## config.mk

```make
export PLATFORM = sky130hd
export DESIGN_NAME = sms32_20_inv_iter
export DESIGN_NICKNAME = d
export VERILOG_FILES = /design/src/rtl/sms32_gf_pkg.sv /design/src/rtl/gf64_comp_mul.sv /design/src/rtl/sms32_20_inv_iter.sv
export SDC_FILE = /design/constraint.sdc
export NUM_CORES = 1
export LEC_CHECK = 0
export CAP_MARGIN = 20
export CORE_ASPECT_RATIO = 0.5
export CORE_MARGIN = 2
export CORE_UTILIZATION = 45
export CTS_CLUSTER_SIZE = 28
export DETAILED_ROUTE_END_ITERATION = 7
export GPL_TIMING_DRIVEN = 0
export HOLD_SLACK_MARGIN = 0.15
export PLACE_DENSITY = 0.72
export SLEW_MARGIN = 10
export SYNTH_ARGS = -nofsm -noshare
export SYNTH_HDL_FRONTEND = slang
export SYNTH_SLANG_ARGS = --single-unit
```

## constraint.sdc

```tcl
create_clock -name clk -period 2.6 [get_ports clk]
set_input_delay 0.39 -clock clk [delete_from_list [all_inputs] [get_ports clk]]
set_output_delay 0.39 -clock clk [all_outputs]
set_load 0.03 [all_outputs]
```

## src/rtl/sms32_gf_pkg.sv

```systemverilog
// Shared definitions for the power-S-box inverter.
//   Byte representation : GF(2^6), polynomial basis, p(x) = x^6+x^5+x^3+x^2+1
//   Compute field       : GF((2^3)^2) = GF(8)[z]/(z^2+z+1), GF(8) = GF(2)[t]/(t^3+t+1)
//   Composite element   : {a1[2:0], a0[2:0]} meaning a1*z + a0
// The iso map sends x^i to beta^i, where beta = z + t is a root of p(x).
package sms32_gf_pkg;

    localparam int          EXP_W    = 6;
    localparam logic [5:0]  EXP_INV  = 6'd41;   // 20^-1 mod 63
    localparam logic [5:0]  EXP_FWD  = 6'd20;
    localparam logic [5:0]  COMP_ONE = 6'b000001;

    typedef enum logic [1:0] {
        IDLE = 2'd0,
        EXP  = 2'd1,
        DONE = 2'd2
    } state_t;

    // GF(8) multiply, reduced with t^3 = t+1 and t^4 = t^2+t
    function automatic logic [2:0] gf8_mul(input logic [2:0] a, input logic [2:0] b);
        logic [4:0] p;
        p = '0;
        for (int i = 0; i < 3; i++) begin
            if (b[i]) p = p ^ ({2'b00, a} << i);
        end
        return p[2:0] ^ (p[3] ? 3'b011 : 3'b000) ^ (p[4] ? 3'b110 : 3'b000);
    endfunction

    // GF(8) square: a2*t^4 + a1*t^2 + a0 with t^4 = t^2+t
    function automatic logic [2:0] gf8_sq(input logic [2:0] a);
        return {a[2] ^ a[1], a[2], a[0]};
    endfunction

    // Polynomial basis -> composite basis (columns are beta^0..beta^5)
    function automatic logic [5:0] iso(input logic [5:0] x);
        logic [5:0] o;
        o[0] = x[0] ^ x[2];
        o[1] = x[1] ^ x[4] ^ x[5];
        o[2] = x[2] ^ x[4] ^ x[5];
        o[3] = x[1] ^ x[2] ^ x[4] ^ x[5];
        o[4] = x[3];
        o[5] = x[3] ^ x[5];
        return o;
    endfunction

    // Composite basis -> polynomial basis (inverse of iso)
    function automatic logic [5:0] inv_iso(input logic [5:0] o);
        logic [5:0] x;
        x[0] = o[0] ^ o[1] ^ o[3];
        x[1] = o[2] ^ o[3];
        x[2] = o[1] ^ o[3];
        x[3] = o[4];
        x[4] = o[1] ^ o[2] ^ o[3] ^ o[4] ^ o[5];
        x[5] = o[4] ^ o[5];
        return x;
    endfunction

endpackage

```

## src/rtl/gf64_comp_mul.sv

```systemverilog
// Combinational GF((2^3)^2) multiplier, z^2 = z + 1:
//   (a1 z + a0)(b1 z + b0) = (a1b1 + a1b0 + a0b1) z + (a1b1 + a0b0)
module gf64_comp_mul
    import sms32_gf_pkg::*;
(
    input  logic [5:0] a,
    input  logic [5:0] b,
    output logic [5:0] p
);

    // Four GF(8) partial products: index gi selects {a half, b half}
    logic [2:0] pp [4];

    genvar gi;
    generate
        for (gi = 0; gi < 4; gi++) begin : g_pp
            localparam int AH = (gi >> 1) & 1;
            localparam int BH = gi & 1;
            assign pp[gi] = gf8_mul(a[AH*3 +: 3], b[BH*3 +: 3]);
        end
    endgenerate

    // pp[3]=a1b1, pp[2]=a1b0, pp[1]=a0b1, pp[0]=a0b0
    assign p = {pp[3] ^ pp[2] ^ pp[1], pp[3] ^ pp[0]};

endmodule

```

## src/rtl/sms32_20_inv_iter.sv

```systemverilog
// Iterative inverse of the power-20 S-box: y = x^41 over GF(2^6),
// computed by MSB-first square-and-multiply in the composite field.
// Fixed latency: accept in cycle T, out_valid first high in T+7.
// Optional macro SMS32_FWD_MODE_EN adds a 'mode' port (1 = forward x^20).
module sms32_20_inv_iter
    import sms32_gf_pkg::*;
(
    input  logic             clk,
    input  logic             rst,
    input  logic             in_valid,
    output logic             in_ready,
    input  logic [EXP_W-1:0] x,
    output logic             out_valid,
    input  logic             out_ready,
    output logic [EXP_W-1:0] y
`ifdef SMS32_FWD_MODE_EN
    ,
    input  logic             mode
`endif
);

    state_t           state_reg, state_next;
    logic [5:0]       w_reg;
    logic [5:0]       acc_reg;
    logic [2:0]       step_reg;
    logic [5:0]       y_reg;
    logic [5:0]       exp_sel;
    logic [7:0]       exp_ext;
    logic [5:0]       acc_sq;
    logic [5:0]       acc_mw;
    logic [5:0]       acc_step;
    logic             accept;

`ifdef SMS32_FWD_MODE_EN
    logic             mode_reg;

    // Exponent choice is latched with the operand
    always_ff @(posedge clk) begin
        if (rst) begin
            mode_reg <= 1'b0;
        end else if (accept) begin
            mode_reg <= mode;
        end
    end

    assign exp_sel = mode_reg ? EXP_FWD : EXP_INV;
`else
    assign exp_sel = EXP_INV;
`endif

    // Widened so the 3-bit step counter indexes without a range issue
    assign exp_ext = {2'b00, exp_sel};

    gf64_comp_mul u_square (
        .a (acc_reg),
        .b (acc_reg),
        .p (acc_sq)
    );

    gf64_comp_mul u_multiply (
        .a (acc_sq),
        .b (w_reg),
        .p (acc_mw)
    );

    assign acc_step = exp_ext[step_reg] ? acc_mw : acc_sq;
    assign accept   = in_valid && in_ready;
    assign y        = y_reg;

    // Next state and handshake outputs
    always_comb begin
        state_next = state_reg;
        in_ready   = 1'b0;
        out_valid  = 1'b0;
        case (state_reg)
            IDLE: begin
                in_ready = 1'b1;
                if (accept) state_next = EXP;
            end
            EXP: begin
                if (step_reg == 3'd0) state_next = DONE;
            end
            DONE: begin
                out_valid = 1'b1;
                in_ready  = out_ready;
                if (out_ready) state_next = in_valid ? EXP : IDLE;
            end
            default: state_next = IDLE;
        endcase
    end

    // State register
    always_ff @(posedge clk) begin
        if (rst) begin
            state_reg <= IDLE;
        end else begin
            state_reg <= state_next;
        end
    end

    // Datapath: operand capture, one exponent bit per EXP cycle, result capture
    always_ff @(posedge clk) begin
        if (rst) begin
            w_reg    <= '0;
            acc_reg  <= '0;
            step_reg <= '0;
            y_reg    <= '0;
        end else if (accept) begin
            w_reg    <= iso(x);
            acc_reg  <= COMP_ONE;
            step_reg <= 3'd5;
        end else if (state_reg == EXP) begin
            acc_reg <= acc_step;
            if (step_reg == 3'd0) begin
                y_reg <= inv_iso(acc_step);
            end else begin
                step_reg <= step_reg - 3'd1;
            end
        end
    end

endmodule

```

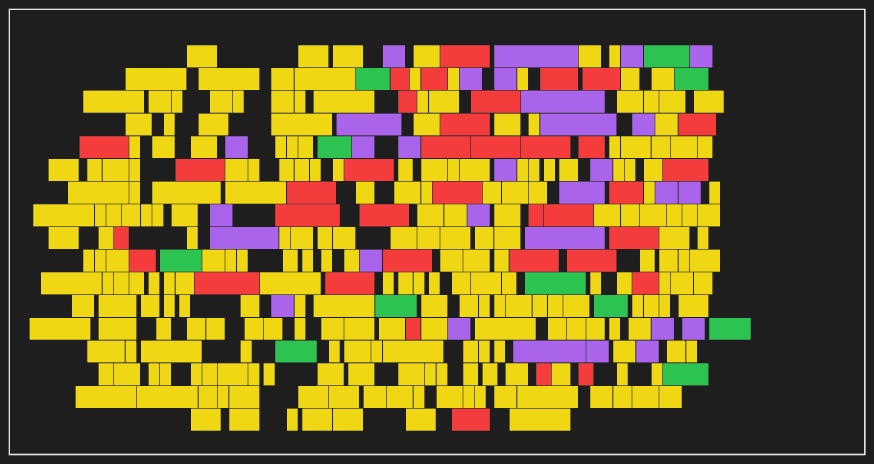
run_1/sizing.png
[purple] x3 and x4 | cells: 30 | share: 9.3% | most used: buf_4
[yellow] x1 and smaller | cells: 246 | share: 76% | most used: nand2_1
[red] x2 | cells: 37 | share: 11% | most used: xnor2_2
[green] x6 and larger | cells: 11 | share: 3.4%
number of non-clock buffers in the layout: 56
worst setup slack after layout: -112 ps

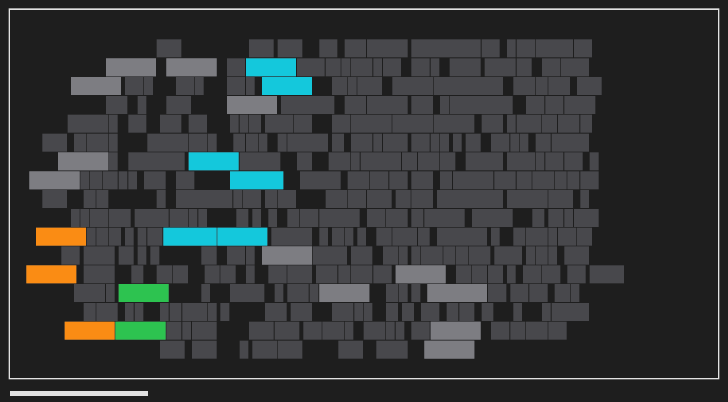
run_1/ff_map.png
Bar = 20 um. Other sequential cells in the stronger gray, the rest of the logic in the fainter gray.
[cyan] `acc_reg` | placed flops: 6
[green] `state_reg` | placed flops: 2
[orange] `step_reg` | placed flops: 3
not colored: 12
Seq power: 0.414 mW
register fraction of the total cell area: 16.1%
fraction of the core area covered by cells at the end of the flow: 63.9%

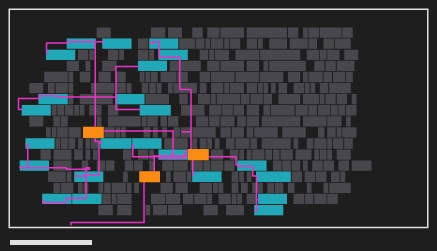
run_1/clock_wires.png
Bar = 20 um.
[orange] clock-net drivers | count: 3
[cyan] flip-flops | count: 23
[magenta] clock wires | length: 324 um
routed clock nets: 4
clock network power consumption: 0.237 mW
largest clock skew in the final design: 9.60 ps
Insertion Delay late pin: 270 ps
clock network fraction of total power: 16.8%

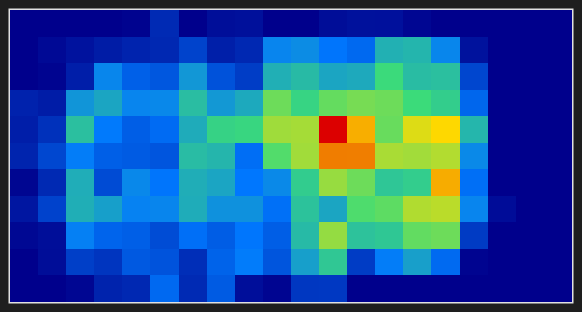
run_1/route_heat.png
The die is cut into 20 by 11 equal tiles; dark blue is low, red is high, scaled to the fullest tile. Values are wire area over tile area, all layers added.
nearly empty tiles: 27%
densest ninth of the die: center
tiles over half the peak: 13%
emptiest ninth of the die: upper left
fullest tile: 0.86
All-Layer GR Usage: 22.6%
number of vias after detailed routing: 2262

==> impl_summary.log, run 1 <==
[report] implementation figures
INFO  metric status = complete, but fails checks
INFO  metric failed_checks = negative setup slack
INFO  metric totalWireLength = 6.43 mm
INFO  metric drt-pass1-iter-count = 5
INFO  metric max-clock-path-buffers = 2
INFO  metric dominant_power_group = combinational cells
INFO  metric synth-edff-count = 0
INFO  metric switchingPower = 0.576 mW
INFO  metric gp_congestion = 0.925
INFO  metric count_of_filler_cells_inserted_in_the_layout = 367
INFO  metric synthesis.yosys.warnings = 0
INFO  metric worst_slew_margin_rel = 67.4%
INFO  metric power.combinational.total = 0.758 mW
INFO  metric flop_area = 467 sq um
INFO  metric hold_wc_path_type = register to register
INFO  metric switching_share = 40.9%
INFO  metric place.detailed.instances = 370
INFO  metric placed_cell_area = 2420 sq um
INFO  metric num_tap_cells = 66
INFO  metric setup.worst_path.end_class = register
INFO  metric top_area_share = 21.2%
INFO  metric setup_ws = -112 ps
INFO  metric setup.worst_path.start_class = register
INFO  metric min-delay-start = y[1]
INFO  metric num-nonclk-inverters = 8
INFO  metric h-tree-depth = 1
INFO  metric finalSetupViolCount = 3
INFO  metric cpPeakStageDelay = 420 ps
INFO  metric final_max_slew_viol_count = 0
INFO  metric r2r_setup_slack = -110 ps
INFO  metric crit_path_max_fanout = 10
INFO  metric area_delta_synth_final = 33.1%
run 1: kinds of logic after synthesis:
group	synth area share, %
fa+ha+maj	1.73
compound gates	23.8
mux	3.45
xor+xnor	18.2
flops	21.2
simple gates	24.9
buf+inv	6.73
run 1: critical path, delay by kind of cell (launching register included):
family,cells,cell delay [ps]
XOR/XNOR,4,860
AND-OR/OR-AND,3,640
buffers and inverters,2,460
flip-flops,1,420
AND/OR/NAND/NOR,2,240
run 1: layer usage:
metal	vias to the layer above	global-route usage, %	part of all wire [%]
met2	108	37.2	46
met3	25	4.23	7.5
li1	1079	-	-
met5	-	0	0
met4	0	7.56	3.6
met1	1050	30.1	43
==> run 2, diff against run 1 <==
--- a/config.mk
+++ b/config.mk
@@ -8,13 +8,12 @@
 export CAP_MARGIN = 20
 export CORE_ASPECT_RATIO = 0.5
 export CORE_MARGIN = 2
-export CORE_UTILIZATION = 45
+export CORE_UTILIZATION = 53
 export CTS_CLUSTER_SIZE = 28
 export DETAILED_ROUTE_END_ITERATION = 7
 export GPL_TIMING_DRIVEN = 0
 export HOLD_SLACK_MARGIN = 0.15
-export PLACE_DENSITY = 0.72
-export SLEW_MARGIN = 10
+export PLACE_DENSITY = 0.82
 export SYNTH_ARGS = -nofsm -noshare
 export SYNTH_HDL_FRONTEND = slang
 export SYNTH_SLANG_ARGS = --single-unit
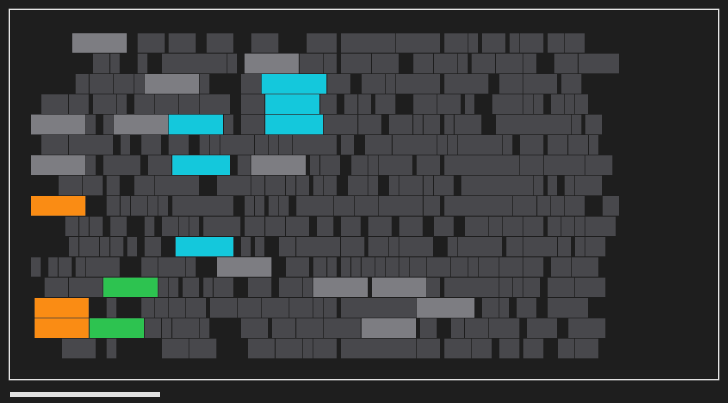
run_2/ff_map.png
Bar = 20 um. Other sequential cells in the stronger gray, the rest of the logic in the fainter gray.
[green] `state_reg` | placed flops: 2
[orange] `step_reg` | placed flops: 3
[cyan] `acc_reg` | placed flops: 6
register fraction of the total cell area: 16.4%
fraction of the core area covered by cells at the end of the flow: 73.0%

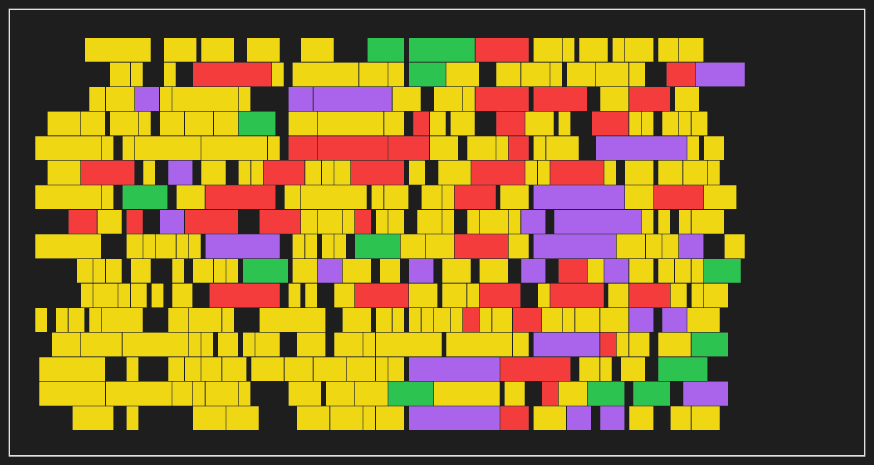
run_2/sizing.png
[yellow] x1 and smaller | cells: 243 | share: 76% | most used: nand2_1
[green] x6 and larger | cells: 13 | share: 4.1% | most used: buf_6
[purple] x3 and x4 | cells: 25 | share: 7.8% | most used: buf_4
[red] x2 | cells: 39 | share: 12% | most used: xnor2_2

==> run 2 against run 1 <==
Against the previous run:
- the flow still finishes with violations (negative setup slack)
- cell area fell by 1.0%
- utilization is 9.1 points higher
- sequential share of layout area increased by 0.26 points
- count of clock-buffer cells in the layout stayed put
- register-to-register slack lost 97 ps
- routed wire length increased by 11%
- non-clock buffer count fell by 4
- cell count shrank 4.1%
- via count increased by 6.2%
- maximum frequency is 3.5% lower
- synthesized area unchanged
- clock skew is 5.1 ps lower
- largest power group unchanged
==> impl_summary.log, run 2 <==
[report] implementation figures
INFO  metric status = complete, but fails checks
INFO  metric failed_checks = negative setup slack
INFO  metric synthTopLogicFamily = simple AND/OR/NAND/NOR gates
INFO  metric critical_path.n_buffers_inverters = 1
INFO  metric top_area_share = 21.2%
INFO  metric place.detailed.instances = 358
INFO  metric hold_wc_path_type = register to register
INFO  metric buffers = 52
INFO  metric final_max_slew_viol_count = 0
INFO  metric compound_area_share = 23.8%
INFO  metric setup_ws = -210 ps
INFO  metric r2r_setup_slack = -210 ps
INFO  metric flop_area = 469 sq um
INFO  metric num_tap_cells = 54
INFO  metric area_delta_synth_final = 31.8%
INFO  metric cpPeakStageDelay = 440 ps
INFO  metric min-delay-start = y[1]
INFO  metric synth-adder-area-share = 1.73%
INFO  metric met1_length = 2.81 mm
INFO  metric critical-path-top-delay-family = AND-OR/OR-AND gates
INFO  metric grt_use_met1 = 33.8%
INFO  metric finalSetupViolCount = 4
INFO  metric clk-insertion-delay-late = 270 ps
INFO  metric detailroute.wirelength.met3 = 674 um
INFO  metric routed-wl-met2 = 3.32 mm
INFO  metric drt-pass1-iter-count = 5
INFO  metric num-nonclk-inverters = 8
INFO  metric post_synth_xor_area_fraction = 18.2%
INFO  metric count_of_filler_cells_inserted_in_the_layout = 271
INFO  metric synth.cellmix.simpleShare = 24.9%
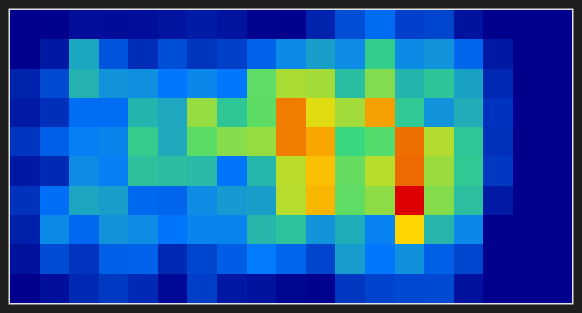
run_2/route_heat.png
The die is cut into 19 by 10 equal tiles; dark blue is low, red is high, scaled to the fullest tile. Values are wire area over tile area, all layers added.
mean over tiles: 0.26
tiles over half the peak: 16%
fullest tile: 1.0
densest ninth of the die: center
nearly empty tiles: 17%
All-Layer GR Usage: 26.8%
final WL: 7.14 mm
number of vias after detailed routing: 2402
routed length per placed instance: 19.1 um

-- run 2: cell families (layout without fill, tap and decap cells) --
group / count (synthesis) / count (layout)
AND-OR/OR-AND: 73 / 73
XOR/XNOR: 41 / 41
adder cells (fa/ha/maj): 3 / 3
buffers and inverters: 32 / 64
flip-flops: 23 / 23
multiplexers: 6 / 6
AND/OR/NAND/NOR: 110 / 110
-- run 2: power breakdown --
part	leakage [nW]	switching (mW)	internal, mW
Combinational	0.838	0.438	0.340
Clock	0.0255	0.119	0.107
Sequential	0.191	0.0351	0.386
-- run 2: per-stage QoR --
stage	instance area (sq um)	setup WS (ps)	util [%]	hold slack, ps
floorplan	2170	16.9	-	471
global placement	2400	-312	61.2	445
detailed placement	2400	-387	61.2	450
CTS	2680	-55.6	68.4	476
global route	2870	-353	73.0	522
finish	2870	-210	73.0	504
run_2/clock_wires.png
Bar = 20 um.
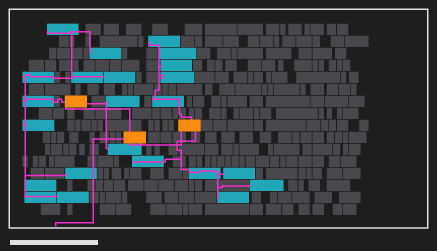

==> run 3, diff against run 2 <==
--- a/config.mk
+++ b/config.mk
@@ -14,6 +14,8 @@
 export GPL_TIMING_DRIVEN = 0
 export HOLD_SLACK_MARGIN = 0.15
 export PLACE_DENSITY = 0.82
+export SETUP_SLACK_MARGIN = 0.02
 export SYNTH_ARGS = -nofsm -noshare
 export SYNTH_HDL_FRONTEND = slang
 export SYNTH_SLANG_ARGS = --single-unit
+export TNS_END_PERCENT = 5
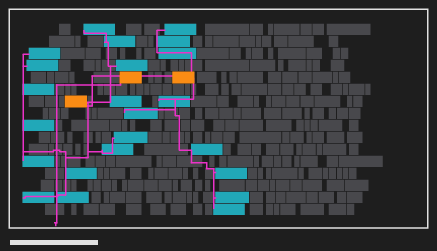
run_3/clock_wires.png
Bar = 20 um.
[magenta] clock wires | length: 286 um
[cyan] flip-flops | count: 23
[orange] clock-net drivers | count: 3
routed clock nets: 4

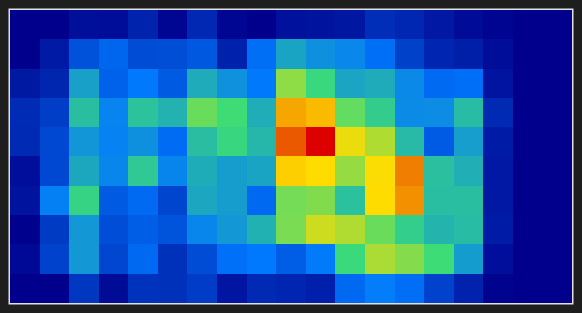
run_3/route_heat.png
The die is cut into 19 by 10 equal tiles; dark blue is low, red is high, scaled to the fullest tile. Values are wire area over tile area, all layers added.
nearly empty tiles: 17%
fullest tile: 1.0
tiles over half the peak: 14%
mean over tiles: 0.26
emptiest ninth of the die: upper right

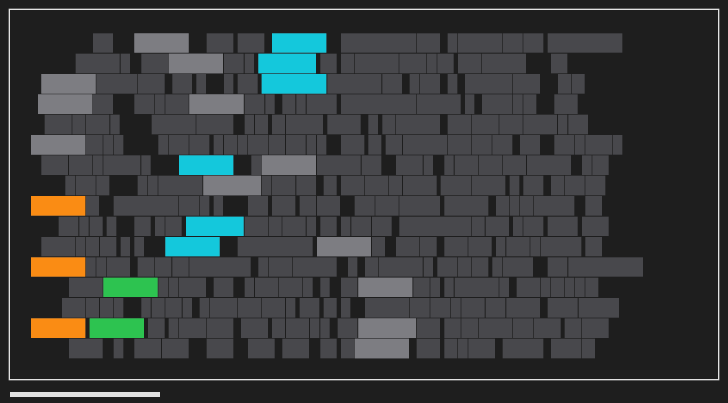
run_3/ff_map.png
Bar = 20 um. Other sequential cells in the stronger gray, the rest of the logic in the fainter gray.
[green] `state_reg` | placed flops: 2
[orange] `step_reg` | placed flops: 3
[cyan] `acc_reg` | placed flops: 6
area of all sequential standard cells: 469 sq um
Seq power: 0.427 mW
fraction of the core area covered by cells at the end of the flow: 74.2%

==> run 3 against run 2 <==
Against the previous run:
- the flow still finishes with violations (negative setup slack)
- sequential share of layout area down 0.25 points
- flip-flop count unchanged
- power grew 2.9%
- synthesized cell count stayed put
==> impl_summary.log, run 3 <==
[report] implementation figures
INFO  metric top_usage_layer = met2
INFO  metric worst_slew_margin_rel = 64.9%
INFO  metric num_tap_cells = 54
INFO  metric finish.instance_area = 2910 sq um
INFO  metric power_clock = 0.232 mW
INFO  metric failed_checks = negative setup slack
INFO  metric setup.worst_path.end_class = register
INFO  metric area_delta_synth_final = 33.8%
INFO  metric part_of_the_power_in_registers = 29.1%
INFO  metric finalSetupViolCount = 5
INFO  metric internal-power = 0.862 mW
INFO  metric grt_use_met1 = 38.3%
INFO  metric routed.top_layer = met4
INFO  metric totalWireLength = 6.95 mm
INFO  metric vias = 2431
INFO  metric critical-path-top-delay-family = AND-OR/OR-AND gates
INFO  metric buffers = 53
INFO  metric gp_congestion = 0.898
INFO  metric place.detailed.instances = 358
INFO  metric r2r_setup_slack = -230 ps
INFO  metric setup_ws = -227 ps
INFO  metric final_max_slew_viol_count = 0
INFO  metric drt-pass1-iter-count = 5
INFO  metric crit_path_max_fanout = 7
INFO  metric met1_length = 2.73 mm
INFO  metric status = complete, but fails checks
[run 3: cell counts after synthesis]
Identical to the previous run, type by type.
[run 3: how the worst min path moves through the flow]
stage | startpoint | to | slack, ps | cells past startpoint
3_3_place_gp | y[1] | y[1] | 440 | 2
3_5_place_dp | y[1] | y[1] | 450 | 2
6_report | y[1] | y[1] | 470 | 2
4_1_cts | y[1] | y[1] | 460 | 2
5_1_grt | y[1] | y[1] | 510 | 2
2_1_floorplan | step_reg[1] | step_reg[1] | 470 | 2
[run 3: kinds of logic (layout without fill, tap and decap cells)]
group	Yosys count	count (layout)	share of synthesized area [%]
AOI/OAI and AO/OA	73	73	23.8
and+or+nand+nor	110	110	24.9
adders and majority gates	3	3	1.73
muxes	6	6	3.45
xor gates and xnor gates	41	41	18.2
DFF	23	23	21.2
buffers and inverters	32	65	6.73
Power figures rest on the tool's default switching activity, not on a simulated workload.
